`src/rtl/i2c_control_unit.sv`:
```
// i2c_control_unit: master-side sequencer for the I2C data unit.
// Generates SCL from a fractional tick accumulator (one tick per SCL half
// period) and walks one single-byte transaction:
// START, address+R/W, ACK, data byte, ACK/NACK, STOP.
// All outputs are registered and change only on clock edges.
module i2c_control_unit (
   input  logic        clock,
   input  logic        Reset,
   input  logic [19:0] BaudRate,
   input  logic [29:0] ClockFrequency,
   input  logic        Go,
   input  logic        Rw,
   input  logic [6:0]  Address,
   input  logic [7:0]  WriteData,
   input  logic        SDA,
   output logic        SCL,
   output logic [7:0]  SentData,
   output logic        WriteLoad,
   output logic        ReadorWrite,
   output logic        ShiftorHold,
   output logic        Select,
   output logic        StartStopAck,
   output logic        Busy,
   output logic        Done,
   output logic        AckError
);

   typedef enum logic [2:0] {
      S_IDLE, S_START, S_ADDR, S_ACK1, S_DATA, S_ACK2, S_STOP
   } state_t;

   state_t      state_q, state_d;
   logic [29:0] acc_q, acc_d;
   logic [1:0]  ph_q, ph_d;       // half within a bit: 0 = L, 1 = H, 2 = STOP wrap-up
   logic [2:0]  bit_q, bit_d;
   logic [6:0]  addr_q, addr_d;
   logic        rw_q, rw_d;
   logic [7:0]  wdata_q, wdata_d;
   logic        scl_q, scl_d;
   logic        ssa_q, ssa_d;
   logic        sel_q, sel_d;
   logic        row_q, row_d;
   logic [7:0]  sent_q, sent_d;
   logic        wl_q, wl_d;
   logic        sh_q, sh_d;
   logic        busy_q, busy_d;
   logic        done_q, done_d;
   logic        ackerr_q, ackerr_d;

   logic [30:0] sum;
   logic        tick;

   // Tick generator: 31-bit sum so the threshold compare never wraps; the
   // 30-bit subtraction is exact because sum - ClockFrequency < 2^30.
   always_comb begin
      sum  = {1'b0, acc_q} + {10'd0, BaudRate, 1'b0};
      tick = (state_q != S_IDLE) && (sum >= {1'b0, ClockFrequency});
      if (state_q == S_IDLE)
         acc_d = '0;
      else if (tick)
         acc_d = sum[29:0] - ClockFrequency;
      else
         acc_d = sum[29:0];
   end

   // Transaction sequencer: next state and next value of every registered output.
   always_comb begin
      state_d  = state_q;
      ph_d     = ph_q;
      bit_d    = bit_q;
      addr_d   = addr_q;
      rw_d     = rw_q;
      wdata_d  = wdata_q;
      scl_d    = scl_q;
      ssa_d    = ssa_q;
      sel_d    = sel_q;
      row_d    = row_q;
      sent_d   = sent_q;
      wl_d     = 1'b0;
      sh_d     = 1'b0;
      busy_d   = busy_q;
      done_d   = 1'b0;
      ackerr_d = ackerr_q;

      case (state_q)
         S_IDLE: begin
            // Go during the Done clock is ignored so back-to-back transfers
            // always see at least one idle clock.
            if (Go && !done_q) begin
               addr_d   = Address;
               rw_d     = Rw;
               wdata_d  = WriteData;
               ackerr_d = 1'b0;
               busy_d   = 1'b1;
               ph_d     = 2'd0;
               bit_d    = 3'd0;
               scl_d    = 1'b1;
               ssa_d    = 1'b0;   // SDA falls while SCL is high
               sel_d    = 1'b0;
               state_d  = S_START;
            end
         end

         S_START: begin
            if (tick) begin
               scl_d = 1'b0;
               if (ph_q == 2'd0) begin
                  ph_d = 2'd1;
               end else begin
                  ph_d    = 2'd0;
                  bit_d   = 3'd0;
                  sent_d  = {addr_q, rw_q};
                  wl_d    = 1'b1;
                  row_d   = 1'b1;
                  sel_d   = 1'b1;
                  state_d = S_ADDR;
               end
            end
         end

         S_ADDR, S_DATA: begin
            if (tick) begin
               if (ph_q == 2'd0) begin
                  ph_d  = 2'd1;
                  scl_d = 1'b1;
               end else begin
                  // End of H half: shift/capture one bit, SCL falls.
                  ph_d  = 2'd0;
                  scl_d = 1'b0;
                  sh_d  = 1'b1;
                  if (bit_q == 3'd7) begin
                     bit_d   = 3'd0;
                     sel_d   = 1'b0;
                     ssa_d   = 1'b1;   // release SDA for the ACK slot
                     state_d = (state_q == S_ADDR) ? S_ACK1 : S_ACK2;
                  end else begin
                     bit_d = bit_q + 3'd1;
                  end
               end
            end
         end

         S_ACK1: begin
            if (tick) begin
               if (ph_q == 2'd0) begin
                  ph_d  = 2'd1;
                  scl_d = 1'b1;
               end else begin
                  ph_d  = 2'd0;
                  scl_d = 1'b0;
                  if (SDA) begin
                     // No slave ACK on the address: skip straight to STOP.
                     ackerr_d = 1'b1;
                     ssa_d    = 1'b0;
                     row_d    = 1'b0;
                     state_d  = S_STOP;
                  end else if (!rw_q) begin
                     sent_d  = wdata_q;
                     wl_d    = 1'b1;
                     row_d   = 1'b1;
                     sel_d   = 1'b1;
                     state_d = S_DATA;
                  end else begin
                     // Read: keep SDA released, shift register captures.
                     row_d   = 1'b0;
                     sel_d   = 1'b0;
                     ssa_d   = 1'b1;
                     state_d = S_DATA;
                  end
               end
            end
         end

         S_ACK2: begin
            // On a read the master NACKs by keeping SDA released both halves.
            if (tick) begin
               if (ph_q == 2'd0) begin
                  ph_d  = 2'd1;
                  scl_d = 1'b1;
               end else begin
                  ph_d  = 2'd0;
                  scl_d = 1'b0;
                  if (!rw_q && SDA)
                     ackerr_d = 1'b1;
                  ssa_d   = 1'b0;
                  sel_d   = 1'b0;
                  row_d   = 1'b0;
                  state_d = S_STOP;
               end
            end
         end

         S_STOP: begin
            if (ph_q == 2'd2) begin
               // Wrap-up clock after the final tick; not tick-gated.
               ph_d    = 2'd0;
               done_d  = 1'b1;
               busy_d  = 1'b0;
               state_d = S_IDLE;
            end else if (tick) begin
               if (ph_q == 2'd0) begin
                  ph_d  = 2'd1;
                  scl_d = 1'b1;
               end else begin
                  ph_d  = 2'd2;
                  ssa_d = 1'b1;   // SDA rises while SCL is high
               end
            end
         end

         default: begin
            state_d = S_IDLE;
         end
      endcase
   end

   // State and output registers with synchronous reset.
   always_ff @(posedge clock) begin
      if (Reset) begin
         state_q  <= S_IDLE;
         acc_q    <= '0;
         ph_q     <= '0;
         bit_q    <= '0;
         addr_q   <= '0;
         rw_q     <= 1'b0;
         wdata_q  <= '0;
         scl_q    <= 1'b1;
         ssa_q    <= 1'b1;
         sel_q    <= 1'b0;
         row_q    <= 1'b0;
         sent_q   <= '0;
         wl_q     <= 1'b0;
         sh_q     <= 1'b0;
         busy_q   <= 1'b0;
         done_q   <= 1'b0;
         ackerr_q <= 1'b0;
      end else begin
         state_q  <= state_d;
         acc_q    <= acc_d;
         ph_q     <= ph_d;
         bit_q    <= bit_d;
         addr_q   <= addr_d;
         rw_q     <= rw_d;
         wdata_q  <= wdata_d;
         scl_q    <= scl_d;
         ssa_q    <= ssa_d;
         sel_q    <= sel_d;
         row_q    <= row_d;
         sent_q   <= sent_d;
         wl_q     <= wl_d;
         sh_q     <= sh_d;
         busy_q   <= busy_d;
         done_q   <= done_d;
         ackerr_q <= ackerr_d;
      end
   end

   assign SCL          = scl_q;
   assign SentData     = sent_q;
   assign WriteLoad    = wl_q;
   assign ReadorWrite  = row_q;
   assign ShiftorHold  = sh_q;
   assign Select       = sel_q;
   assign StartStopAck = ssa_q;
   assign Busy         = busy_q;
   assign Done         = done_q;
   assign AckError     = ackerr_q;

endmodule
```
`config.mk`:
```
export PLATFORM = sky130hd
export DESIGN_NAME = i2c_control_unit
export DESIGN_NICKNAME = d
export VERILOG_FILES = /design/src/rtl/i2c_control_unit.sv
export SDC_FILE = /design/constraint.sdc
export NUM_CORES = 1
export LEC_CHECK = 0
export CORE_MARGIN = 5
export CORE_UTILIZATION = 45
export DETAILED_ROUTE_END_ITERATION = 12
export PLACE_DENSITY_LB_ADDON = 0.05
export SETUP_SLACK_MARGIN = 0.05
export SLEW_MARGIN = 10
export SYNTH_ARGS = -nofsm -noshare
export SYNTH_HDL_FRONTEND = slang
export SYNTH_SLANG_ARGS = --single-unit
```
`constraint.sdc`:
```
create_clock -name clock -period 5.4 [get_ports clock]
set_input_delay 1.08 -clock clock [delete_from_list [all_inputs] [get_ports clock]]
set_output_delay 1.08 -clock clock [all_outputs]
set_load 0.05 [all_outputs]
```
**Run 1: power grid**

Pins as bars on the die edge.
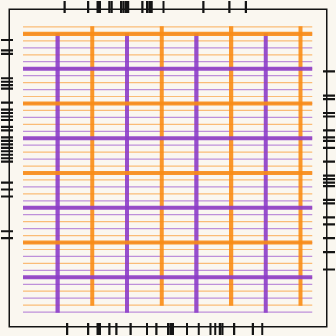
legend:
  VSS:
    color: purple
  VDD:
    color: orange
met5 straps: 8
signal pins: 87

**Run 1: placed cells, one color a class**

The bar under the picture is 20 microns long.
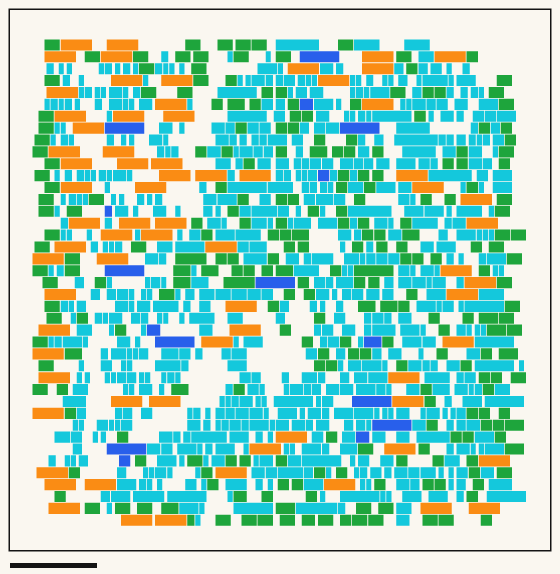
legend:
  remaining logic cells:
    color: cyan
    cells: 671
  registers:
    color: orange
    cells: 71
  clock drivers and dummy loads:
    color: blue
    cells: 16
  remaining buffers and delay cells:
    color: green
    cells: 251

**Run 1: clock distribution**

The bar under the picture is 20 microns long.
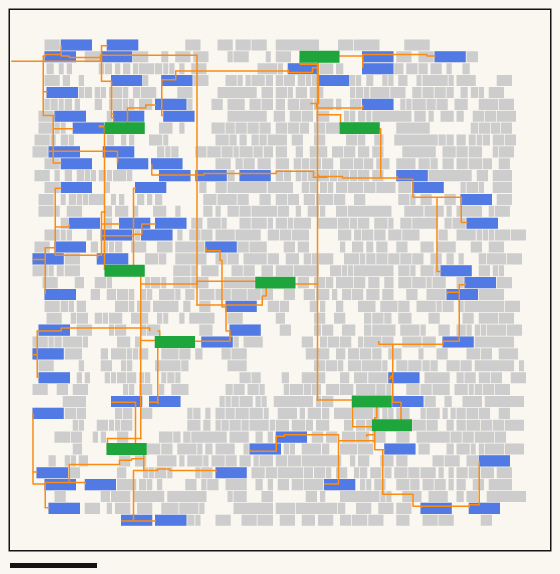
legend:
  clock wires:
    color: orange
    length: 1190 microns
  flip-flops:
    color: blue
    count: 71
  clock-net drivers:
    color: green
    count: 9
flops lie: spread over the die

**Run 1: routed metal, one color a layer**

Two of the layers only.
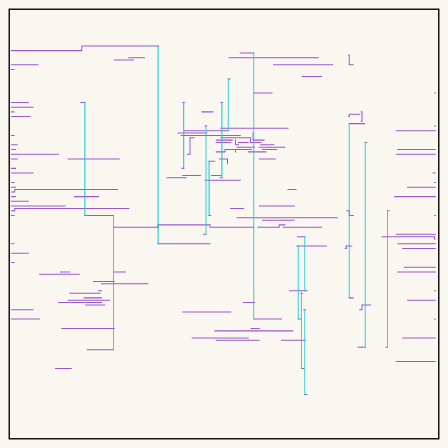
legend:
  M4:
    color: cyan
    wire_length: 540 microns
  M3:
    color: purple
    wire_length: 999 microns

==> impl_metrics.env, run 1 <==
# yosys + openroad results
export IMPL_comb_cells=627
export IMPL_cts_root_buf="clkbuf_16"
export IMPL_tool_warnings=27
export IMPL_p_seq_mw=0.555
export IMPL_pg_clk_mw=0.578
export IMPL_ys_sh_mux=0.00172
export IMPL_fp_utilization=0.460
export IMPL_worstSetupEndpointType="flop"
export IMPL_rsz0062_at_grt="yes"
export IMPL_status="finished, violations left"
export IMPL_cts_buffer_depth=2
export IMPL_register_area_sq_um=1420
export IMPL_grt_first_pass_wirelength_mm=29.7
export IMPL_fmax_ghz=0.184
export IMPL_htree_levels=3
export IMPL_ys_flop_type="dfxtp_1"
export IMPL_layout_top_cell="buf_4"
export IMPL_sh_seq_area=0.158
export IMPL_drt_pre_antenna_iters=5
export IMPL_die_height_microns=124
export IMPL_power_mw=1.91
export IMPL_syn_inst=773
export IMPL_chipArea_sq_um=15300
export IMPL_yosys_warnings=0
export IMPL_synth_area_per_cell_sq_um=7.51
export IMPL_ys_ff=71
export IMPL_crit_family="simple AND/OR/NAND/NOR gates"
export IMPL_cts_tree="done"
export IMPL_syn_nets=897
export IMPL_gp_congestion=0.916
export IMPL_slew_viol_final=0
export IMPL_synth_stat_cells=773
export IMPL_place_ws_ns=-1.12
export IMPL_final_util=0.711
export IMPL_fin_area_sq_um=8980
export IMPL_inverters=44
export IMPL_antenna_found_initial=0
export IMPL_dp_cells=1135
export IMPL_die_x_microns=124
export IMPL_postSynthSeqShare=0.245
export IMPL_edf_count=0
export IMPL_grt_max_degree=40
export IMPL_xor_area_frac=0.0724
export IMPL_p_leak_nw=3.98
export IMPL_whs_ns=0.454
export IMPL_setup_viol=5
export IMPL_wire_per_inst_microns=16.7
export IMPL_p_per_area_nw_per_um2=213
export IMPL_yosysTopAreaCell="dfxtp_1"
export IMPL_hold_viol_final=0
export IMPL_clk_share=0.0315
export IMPL_synthArstFlopShare=0
export IMPL_switchingPower_mw=0.667
export IMPL_clk_pin_slew_worst_paths_ns=0.06
export IMPL_topCombFamilyByArea="AND-OR/OR-AND gates"
export IMPL_largest_cell_class="multi-input combinational cells"
export IMPL_io_buffer_count=86
export IMPL_drc=0
export IMPL_placed_cell_area_sq_um=7760
export IMPL_yosys_area_share_simple=0.231
export IMPL_max_cap_violations=0
export IMPL_ys_sh_adder=0.119
export IMPL_grtUsageTotal=0.243
export IMPL_layout_top_cells="buf_4 (150), nand2_1 (127), clkdlybuf4s50_1 (76), dfxtp_1 (71), a21oi_1 (62)"
export IMPL_comb_power_mw=0.775
export IMPL_nonClkBufAreaFrac=0.245
export IMPL_violations="negative setup slack"
export IMPL_slew_headroom=0.271
export IMPL_final_nets=1128
export IMPL_numCtsBuffers=9
export IMPL_cts_sinks=71
export IMPL_fin_ws_ns=-0.0459
export IMPL_clkPwrFrac=0.303
export IMPL_area_delta_synth_final_pct=54.6
export IMPL_period_minus_slack_ns=5.45
export IMPL_fin_skew_ns=0.00725
export IMPL_path_class="input port to flop"
## run 1: synth_stat cells (17+ instances only)
library cell / n
xor2_1: 24
ha_1: 52
a21oi_1: 77
nand3_1: 27
xnor2_1: 24
clkbuf_1: 18
nand2_1: 134
nor3_1: 17
dfxtp_1: 71
nor2_1: 57
a21o_1: 23
o21ai_0: 24
inv_1: 44
## run 1: kinds of logic after synthesis
family          Yosys count
compound gates          230
flops                    71
simple gates            294
mux                       1
fa+ha+maj                54
xor+xnor                 48
buf+inv                  75
## run 1: metal layers
layer,track usage,vias to the layer above,part of all wire
met4,0.0941,0,0.027
met2,0.414,215,0.49
li1,-,3244,-
met5,0,-,0
met3,0.0322,36,0.051
met1,0.310,3054,0.43
## run 1: worst register-to-register path: cells and delay by family, from the launching register on
family                   cells  cell delay (ns)
AND-OR/OR-AND                8             1.60
XOR/XNOR                     1             0.17
adder cells (fa/ha/maj)      3             0.86
buffers and inverters        2             0.22
flip-flops                   1             0.36
AND/OR/NAND/NOR              6             1.70
## run 1: path summary, 6_finish.rpt
kind               startpoint       end  cells after the start
hold / removal       AckError  AckError                      2
setup reg to reg     acc_q[1]  bit_q[0]                     20
setup / recovery  BaudRate[0]  bit_q[0]                     21
hold reg to reg      AckError  AckError                      2
## run 1: state kept, by name (all words and copies together), names as in the netlist
register and count:
AckError 1, state_q 3, Done 1, bit_q 3
WriteLoad 1, ShiftorHold 1, ph_q 2, acc_q 30
addr_q 7, SCL 1, Select 1, ReadorWrite 1
rw_q 1, wdata_q 8, StartStopAck 1, SentData 8
Busy 1
## run 1: repair_timing
| item | CTS | global route |
|---|---|---|
| endpoints found under the setup margin | 53 | 53 |
| pin swaps | 42 | 76 |
| cloned | 0 | 4 |
| resized | 57 | 95 |
| buffers inserted | 14 | 13 |
==> run 2, diff against run 1 <==
--- a/config.mk
+++ b/config.mk
@@ -14,3 +14,4 @@
 export SYNTH_ARGS = -nofsm -noshare
 export SYNTH_HDL_FRONTEND = slang
 export SYNTH_SLANG_ARGS = --single-unit
+export TNS_END_PERCENT = 50
**Run 2: clock wiring as the flow saved it**

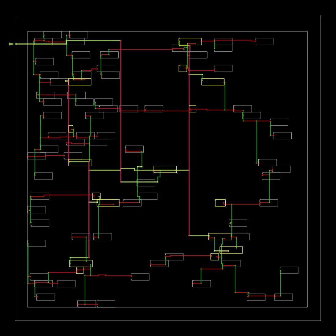
Clock Latency Late Sink: 0.35 ns
# clk buffers: 9

==> impl_metrics.env, run 2 <==
# yosys + openroad results
export IMPL_final_util=0.710
export IMPL_max_cap_violations=0
export IMPL_grt_max_degree=40
export IMPL_synthArstFlopShare=0
export IMPL_cts_buffer_depth=2
export IMPL_setup_viol=5
export IMPL_grt_use_met3=0.0322
export IMPL_sh_seq_area=0.159
export IMPL_syn_inst=773
export IMPL_use_met1=0.310
export IMPL_gp_congestion=0.916
export IMPL_largest_register="acc_q"
export IMPL_power_mw=1.91
export IMPL_r2r_cells=20
export IMPL_critPathLaunch="BaudRate[0]"
export IMPL_ys_flop_type="dfxtp_1"
export IMPL_yosys_warnings=0
export IMPL_postSynthSeqShare=0.245
export IMPL_clkPwrFrac=0.304
export IMPL_grtUsageTotal=0.243
export IMPL_htree_levels=3
export IMPL_synth_most_common_cell="nand2_1"
export IMPL_switchingPower_mw=0.666
export IMPL_reg2reg_from="acc_q[1]"
export IMPL_slew_viol_final=0
export IMPL_final_nets=1128
export IMPL_syn_nets=897
export IMPL_p_per_area_nw_per_um2=213
export IMPL_fin_ws_ns=-0.0459
export IMPL_cp_depth=21
export IMPL_layout_top_cell="buf_4"
export IMPL_cts_setup_buffers=14
export IMPL_fmax_ghz=0.184
export IMPL_numCtsBuffers=9
export IMPL_tool_warnings=27
export IMPL_antenna_found_initial=0
export IMPL_status="finished, violations left"
export IMPL_yosysTopAreaCell="dfxtp_1"
export IMPL_fin_skew_ns=0.00711
export IMPL_cts_root_buf="clkbuf_16"
export IMPL_path_class="input port to flop"
export IMPL_hold_viol_final=0
export IMPL_io_buffer_count=86
export IMPL_grt_use_met2=0.414
export IMPL_clk_pin_slew_worst_paths_ns=0.06
export IMPL_synth_stat_cells=773
export IMPL_rsz0062_at_grt="yes"
export IMPL_die_height_microns=124
export IMPL_grt_first_pass_wirelength_mm=29.7
export IMPL_cts_tree="done"
export IMPL_crit_family="simple AND/OR/NAND/NOR gates"
export IMPL_violations="negative setup slack"
export IMPL_inverters=44
export IMPL_worstSetupEndpointType="flop"
export IMPL_register_area_sq_um=1420
export IMPL_die_x_microns=124
export IMPL_wire_per_inst_microns=16.7
export IMPL_synth_area_per_cell_sq_um=7.51
export IMPL_period_minus_slack_ns=5.45
export IMPL_fp_utilization=0.460
export IMPL_post_cts_resized=57
export IMPL_busiest_layer="met2"
export IMPL_wl_met1_mm=8.62
run 2: cell counts after synthesis:
No cell type changed its count.
run 2: worst min path at each step:
stage | end | slack, ns | cells after the start | from
floorplan | addr_q[0] | 0.44 | 2 | addr_q[0]
global placement | wdata_q[0] | 0.44 | 2 | wdata_q[0]
detailed placement | addr_q[0] | 0.45 | 2 | addr_q[0]
CTS | addr_q[0] | 0.46 | 2 | addr_q[0]
global route | addr_q[0] | 0.48 | 2 | addr_q[0]
finish | addr_q[0] | 0.46 | 2 | addr_q[0]
run 2: metrics by stage:
stage / hold WS (ns) / TNS (ns) / setup slack, ns / cells / cell area (sq um)
final: 0.456 / -0.157 / -0.0459 / 1181 / 8970
after global routing: 0.476 / -2.94 / -0.238 / 1181 / 8970
after CTS: 0.456 / 0 / 0.0572 / 1165 / 8420
after detailed placement: 0.447 / -46.95 / -1.12 / 1135 / 7760
after global placement: 0.444 / -42.02 / -0.961 / 1135 / 7760
after floorplan: 0.437 / 0 / 0.0874 / 773 / 5810
run 2: power groups by stage:
stage | registers (mW) | logic, mW | clock network [mW]
after floorplan | 0.570 | 0.418 | 0
after global placement | 0.564 | 0.679 | 0
after detailed placement | 0.564 | 0.687 | 0
after CTS | 0.554 | 0.722 | 0.591
after global routing | 0.557 | 0.841 | 0.611
final | 0.555 | 0.773 | 0.579
run 2: kinds of logic (layout without fill, tap and decap cells):
logic type	count (synthesis)	after routing	synth area share
xor+xnor	48	48	0.0724
simple gates	294	294	0.231
compound gates	230	230	0.276
flops	71	71	0.245
fa+ha+maj	54	54	0.119
buf+inv	75	311	0.0554
mux	1	1	0.00172
run 2: tightest hold or removal path, cell delays in order (launching register included):
cell and delay (ns):
dfxtp_1 0.31, nand2_1 0.05, a21oi_1 0.05
No activity file was given, so power comes from the tool's default toggle rates.
